===== src/rtl/shader_loader_pkg.sv =====
// Shared definitions for the shader loader: host command bytes, FSM states
// and the status value reported when a run is abandoned.
package shader_loader_pkg;

  localparam logic [7:0] CMD_WRITE_INST = 8'h01;
  localparam logic [7:0] CMD_WRITE_DATA = 8'h02;
  localparam logic [7:0] CMD_RUN        = 8'h03;

  localparam logic [31:0] TIMEOUT_REPORT = 32'hFFFF_FFFF;

  typedef enum logic [3:0] {
    ST_CMD,
    ST_ADDR0,
    ST_ADDR1,
    ST_CNT0,
    ST_CNT1,
    ST_WORD,
    ST_CORE_RESET,
    ST_RUN,
    ST_REPORT
  } state_t;

endpackage


===== src/rtl/le_word_assembler.sv =====
// Little-endian byte-to-word assembler. The first three bytes of a word are
// shifted in; the fourth is combined combinationally so the completed word
// is available in the same cycle the last byte is accepted (word_done).
module le_word_assembler (
  input  logic        clock,
  input  logic        reset_n,
  input  logic        byte_valid,
  input  logic [7:0]  byte_in,
  output logic [31:0] word,
  output logic        word_done
);

  logic [23:0] low_bytes;
  logic [1:0]  byte_index;

  // Shift bytes in from the top so byte 0 ends up in the low lane.
  always_ff @(posedge clock) begin
    if (!reset_n) begin
      low_bytes  <= '0;
      byte_index <= '0;
    end else if (byte_valid) begin
      low_bytes  <= {byte_in, low_bytes[23:8]};
      byte_index <= byte_index + 2'd1;
    end
  end

  // Completed word and pulse on the fourth accepted byte.
  always_comb begin
    word      = {byte_in, low_bytes};
    word_done = byte_valid && (byte_index == 2'd3);
  end

endmodule


===== src/rtl/shader_loader.sv =====
// Host-side command front end for the GPU core: loads instruction/data
// words through the core's external write port, runs the core and reports
// the cycle count of the run as four little-endian status bytes.
//
// state        | meaning
// ST_CMD       | waiting for a command byte
// ST_ADDR0/1   | base address low/high byte
// ST_CNT0/1    | word count low/high byte
// ST_WORD      | collecting word bytes, strobing each completed word
// ST_CORE_RESET| core held in reset for one cycle
// ST_RUN       | core running, cycles counted
// ST_REPORT    | returning the 32-bit result, LSB first
module shader_loader
  import shader_loader_pkg::*;
#(
  parameter int          ADDRESS_WIDTH  = 16,
  parameter logic [31:0] TIMEOUT_CYCLES = 32'd1_000_000
) (
  input  logic                     clock,
  input  logic                     reset_n,
  input  logic                     in_valid,
  output logic                     in_ready,
  input  logic [7:0]               in_data,
  output logic                     out_valid,
  input  logic                     out_ready,
  output logic [7:0]               out_data,
  output logic                     core_reset_n,
  output logic                     core_run,
  input  logic                     core_halted,
  output logic [ADDRESS_WIDTH-1:0] ext_write_address,
  output logic [31:0]              ext_write_data,
  output logic                     ext_enable_write_inst,
  output logic                     ext_enable_write_data,
  output logic                     bad_command,
  output logic                     timed_out
);

  state_t      state, state_next;
  logic [15:0] next_address;
  logic [15:0] words_left;
  logic        write_to_data;
  logic [31:0] run_count;
  logic [31:0] run_count_inc;
  logic        run_timeout;
  logic [31:0] result;
  logic [1:0]  report_idx;
  logic        accept;
  logic        strobe;
  logic        input_phase;
  logic [31:0] word;
  logic        word_done;
  logic        known_command;

  le_word_assembler u_assembler (
    .clock      (clock),
    .reset_n    (reset_n),
    .byte_valid (accept && (state == ST_WORD)),
    .byte_in    (in_data),
    .word       (word),
    .word_done  (word_done)
  );

  // Handshake qualifiers; input is blocked during the write strobe and
  // until the loader has come out of reset.
  always_comb begin
    strobe        = ext_enable_write_inst || ext_enable_write_data;
    input_phase   = (state == ST_CMD) || (state == ST_ADDR0) || (state == ST_ADDR1) ||
                    (state == ST_CNT0) || (state == ST_CNT1) || (state == ST_WORD);
    in_ready      = core_reset_n && input_phase && !strobe;
    accept        = in_valid && in_ready;
    known_command = (in_data == CMD_WRITE_INST) || (in_data == CMD_WRITE_DATA) ||
                    (in_data == CMD_RUN);
    run_count_inc = (run_count == 32'hFFFF_FFFF) ? run_count : run_count + 32'd1;
    run_timeout   = (run_count_inc == TIMEOUT_CYCLES);
    out_valid     = (state == ST_REPORT);
    out_data      = (state == ST_REPORT) ? result[{report_idx, 3'b000} +: 8] : 8'h00;
  end

  // State register.
  always_ff @(posedge clock) begin
    if (!reset_n) state <= ST_CMD;
    else          state <= state_next;
  end

  // Next-state logic.
  always_comb begin
    state_next = state;
    case (state)
      ST_CMD: begin
        if (accept) begin
          if ((in_data == CMD_WRITE_INST) || (in_data == CMD_WRITE_DATA)) state_next = ST_ADDR0;
          else if (in_data == CMD_RUN)                                     state_next = ST_CORE_RESET;
        end
      end
      ST_ADDR0: if (accept) state_next = ST_ADDR1;
      ST_ADDR1: if (accept) state_next = ST_CNT0;
      ST_CNT0:  if (accept) state_next = ST_CNT1;
      ST_CNT1: begin
        if (accept) state_next = ({in_data, words_left[7:0]} == 16'd0) ? ST_CMD : ST_WORD;
      end
      ST_WORD:       if (word_done && (words_left == 16'd1)) state_next = ST_CMD;
      ST_CORE_RESET: state_next = ST_RUN;
      ST_RUN:        if (core_halted || run_timeout) state_next = ST_REPORT;
      ST_REPORT:     if (out_ready && (report_idx == 2'd3)) state_next = ST_CMD;
      default:       state_next = ST_CMD;
    endcase
  end

  // Packet header capture, address stepping and the one-cycle write strobe.
  always_ff @(posedge clock) begin
    if (!reset_n) begin
      next_address          <= '0;
      words_left            <= '0;
      write_to_data         <= 1'b0;
      ext_write_address     <= '0;
      ext_write_data        <= '0;
      ext_enable_write_inst <= 1'b0;
      ext_enable_write_data <= 1'b0;
    end else begin
      ext_enable_write_inst <= 1'b0;
      ext_enable_write_data <= 1'b0;
      if (accept) begin
        case (state)
          ST_CMD:   write_to_data <= (in_data == CMD_WRITE_DATA);
          ST_ADDR0: next_address[7:0]  <= in_data;
          ST_ADDR1: next_address[15:8] <= in_data;
          ST_CNT0:  words_left[7:0]    <= in_data;
          ST_CNT1:  words_left[15:8]   <= in_data;
          default:  ;
        endcase
      end
      if (word_done) begin
        ext_write_address     <= ADDRESS_WIDTH'(next_address);
        ext_write_data        <= word;
        ext_enable_write_inst <= !write_to_data;
        ext_enable_write_data <= write_to_data;
        next_address          <= next_address + 16'd4;
        words_left            <= words_left - 16'd1;
      end
    end
  end

  // Run cycle counter, result latch and report byte index.
  always_ff @(posedge clock) begin
    if (!reset_n) begin
      run_count  <= '0;
      result     <= '0;
      report_idx <= '0;
      timed_out  <= 1'b0;
    end else begin
      case (state)
        ST_CORE_RESET: begin
          run_count  <= '0;
          report_idx <= '0;
        end
        ST_RUN: begin
          if (core_halted) begin
            result    <= run_count;
            timed_out <= 1'b0;
          end else begin
            run_count <= run_count_inc;
            if (run_timeout) begin
              result    <= TIMEOUT_REPORT;
              timed_out <= 1'b1;
            end
          end
        end
        ST_REPORT: if (out_ready) report_idx <= report_idx + 2'd1;
        default: ;
      endcase
    end
  end

  // Core control lines and the sticky bad-command flag.
  always_ff @(posedge clock) begin
    if (!reset_n) begin
      core_reset_n <= 1'b0;
      core_run     <= 1'b0;
      bad_command  <= 1'b0;
    end else begin
      core_reset_n <= (state_next != ST_CORE_RESET);
      core_run     <= (state_next == ST_RUN);
      if (accept && (state == ST_CMD) && !known_command) bad_command <= 1'b1;
    end
  end

endmodule


===== config.mk =====
export PLATFORM = sky130hd
export DESIGN_NAME = shader_loader
export DESIGN_NICKNAME = d
export VERILOG_FILES = /design/src/rtl/shader_loader_pkg.sv /design/src/rtl/le_word_assembler.sv /design/src/rtl/shader_loader.sv
export SDC_FILE = /design/constraint.sdc
export NUM_CORES = 1
export LEC_CHECK = 0
export CORE_ASPECT_RATIO = 1.75
export CORE_MARGIN = 1
export CORE_UTILIZATION = 35
export DETAILED_ROUTE_END_ITERATION = 8
export MAX_ROUTING_LAYER = met4
export PLACE_DENSITY = 0.64
export SYNTH_ARGS = -nofsm -noshare
export SYNTH_HDL_FRONTEND = slang
export SYNTH_SLANG_ARGS = --single-unit

===== constraint.sdc =====
create_clock -name clock -period 4.7 [get_ports clock]
set_clock_uncertainty 0.2 [all_clocks]
set_input_delay 0.94 -clock clock [delete_from_list [all_inputs] [get_ports clock]]
set_output_delay 0.94 -clock clock [all_outputs]
set_load 0.03 [all_outputs]

==> images/met3.png <==
Bar = 20 um.
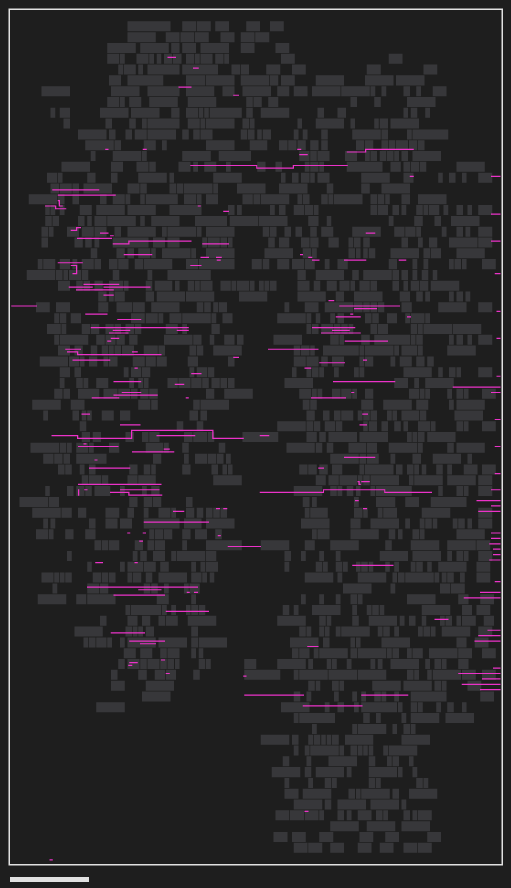
main direction: horizontal
longest straight run: 27.6 um
Routed WL: 28300 um
met3 Usage GRT: 4.432%
DR vias: 8697

==> images/metal_stack.png <==
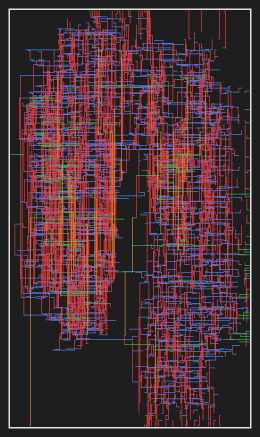
legend:
  met1:
    colour: blue
    wire_length: 10400 um
  met2:
    colour: red
    wire_length: 15200 um
  met4:
    colour: orange
    wire_length: 1730 um
  met3:
    colour: green
    wire_length: 948 um
WL per Instance: 18.32 um
gr usage total: 22.91%

==> images/final_congestion.png <==
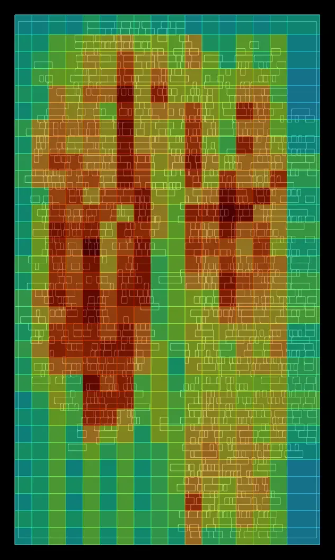
Util after Layout: 42.24%
grt peak-use layer: met2
met1 Use GR: 22.60%

==> images/clock_map.png <==
Bar = 20 um.
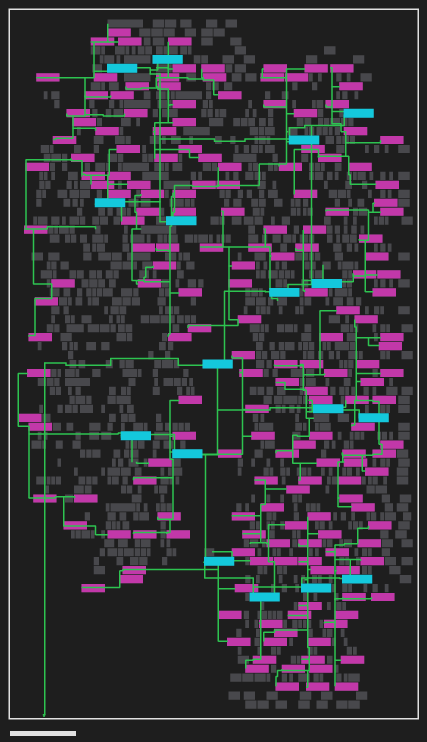
legend:
  flip-flops:
    colour: magenta
    count: 183
  cells driving clock nets:
    colour: cyan
    count: 17
  clock wires:
    colour: green
    length: 2470 um
flops lie: all over the die
routed clock nets: 18
Late-Pin Clk Latency: 0.45 ns
Clk pwr share: 47.0%
Clock net power: 1.47 mW

==> images/met2.png <==
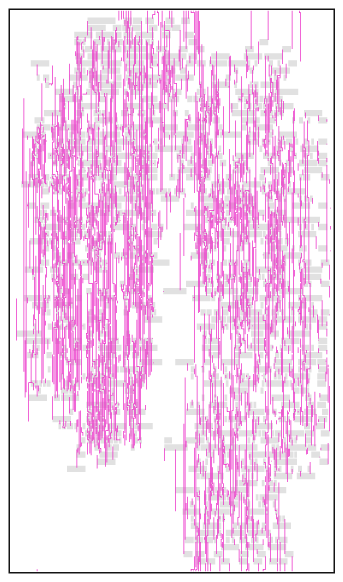
nets with wire on the layer: 982
wire length on this layer: 15200 um
main direction: vertical
share of all routed wire: 54%
longest straight run: 104 um
routing usage on met2: 39.80%

==> results.cfg <==
; generated from flow reports
[finish]
num-fill-cells = 2622
n_all_inverters = 15
non_clock_buffer_count = 110
seq_share_pct = 34.23
nClkBuffers = 20

[worst_setup_path]
required_ns = 4.88
cp_num_buf_inv = 1
cp-startpoint = run_count[2]$_SDFFE_PN0P_
crit_end = state[3]$_SDFF_PN0_

[run_status]
status = completed

[clocking]
cts_tree = done
h-tree-depth = 4
clock_path_buffers = 2
cts_root_buf = clkbuf_16
cts_hold_buffers = 0
cts_inserted_buffers = 17

[synthesis]
synth_area_um2 = 9066
ys_sh_mux_pct = 2.677
ys_area_um2 = 9066
syn_area_per_cell_um2 = 7.677
yosys_warnings = 0
synth_cells = 1181
top_area_share_pct = 40.41
top_area_cell = dfxtp_1
compound_area_share_pct = 22.40
ys_sh_adder_pct = 0.8280
synth_seq_share_pct = 40.41
common_cells = nand2_1 (219), dfxtp_1 (183), a21oi_1 (130), nor2_1 (117), o21ai_0 (89)
synth_flops = 183

[global_routing]
antenna_found_initial = 0
grt_pass1_wl_um = 45040
grt_start_max_net_pins = 95

[final_timing]
setup_violations = 0
slew_headroom_pct = 18.39
rsz0062_at_grt = no
hold_viol_final = 0

[place]
numPortBuffers = 76
dp.cells = 1513
hpwl_um = 19960

[route]
wl_met2_um = 15230
drc = 0
detail-route-antenna-nets = 0

[worst_hold_path]
hp-start = write_to_data$_SDFFE_PN0P_

[pwr]
pg_seq_mw = 1.56
combinationalPowerShare_pct = 3.2

[die]
die_w_um = 123.7
No activity file was given, so power comes from the tool's default toggle rates.
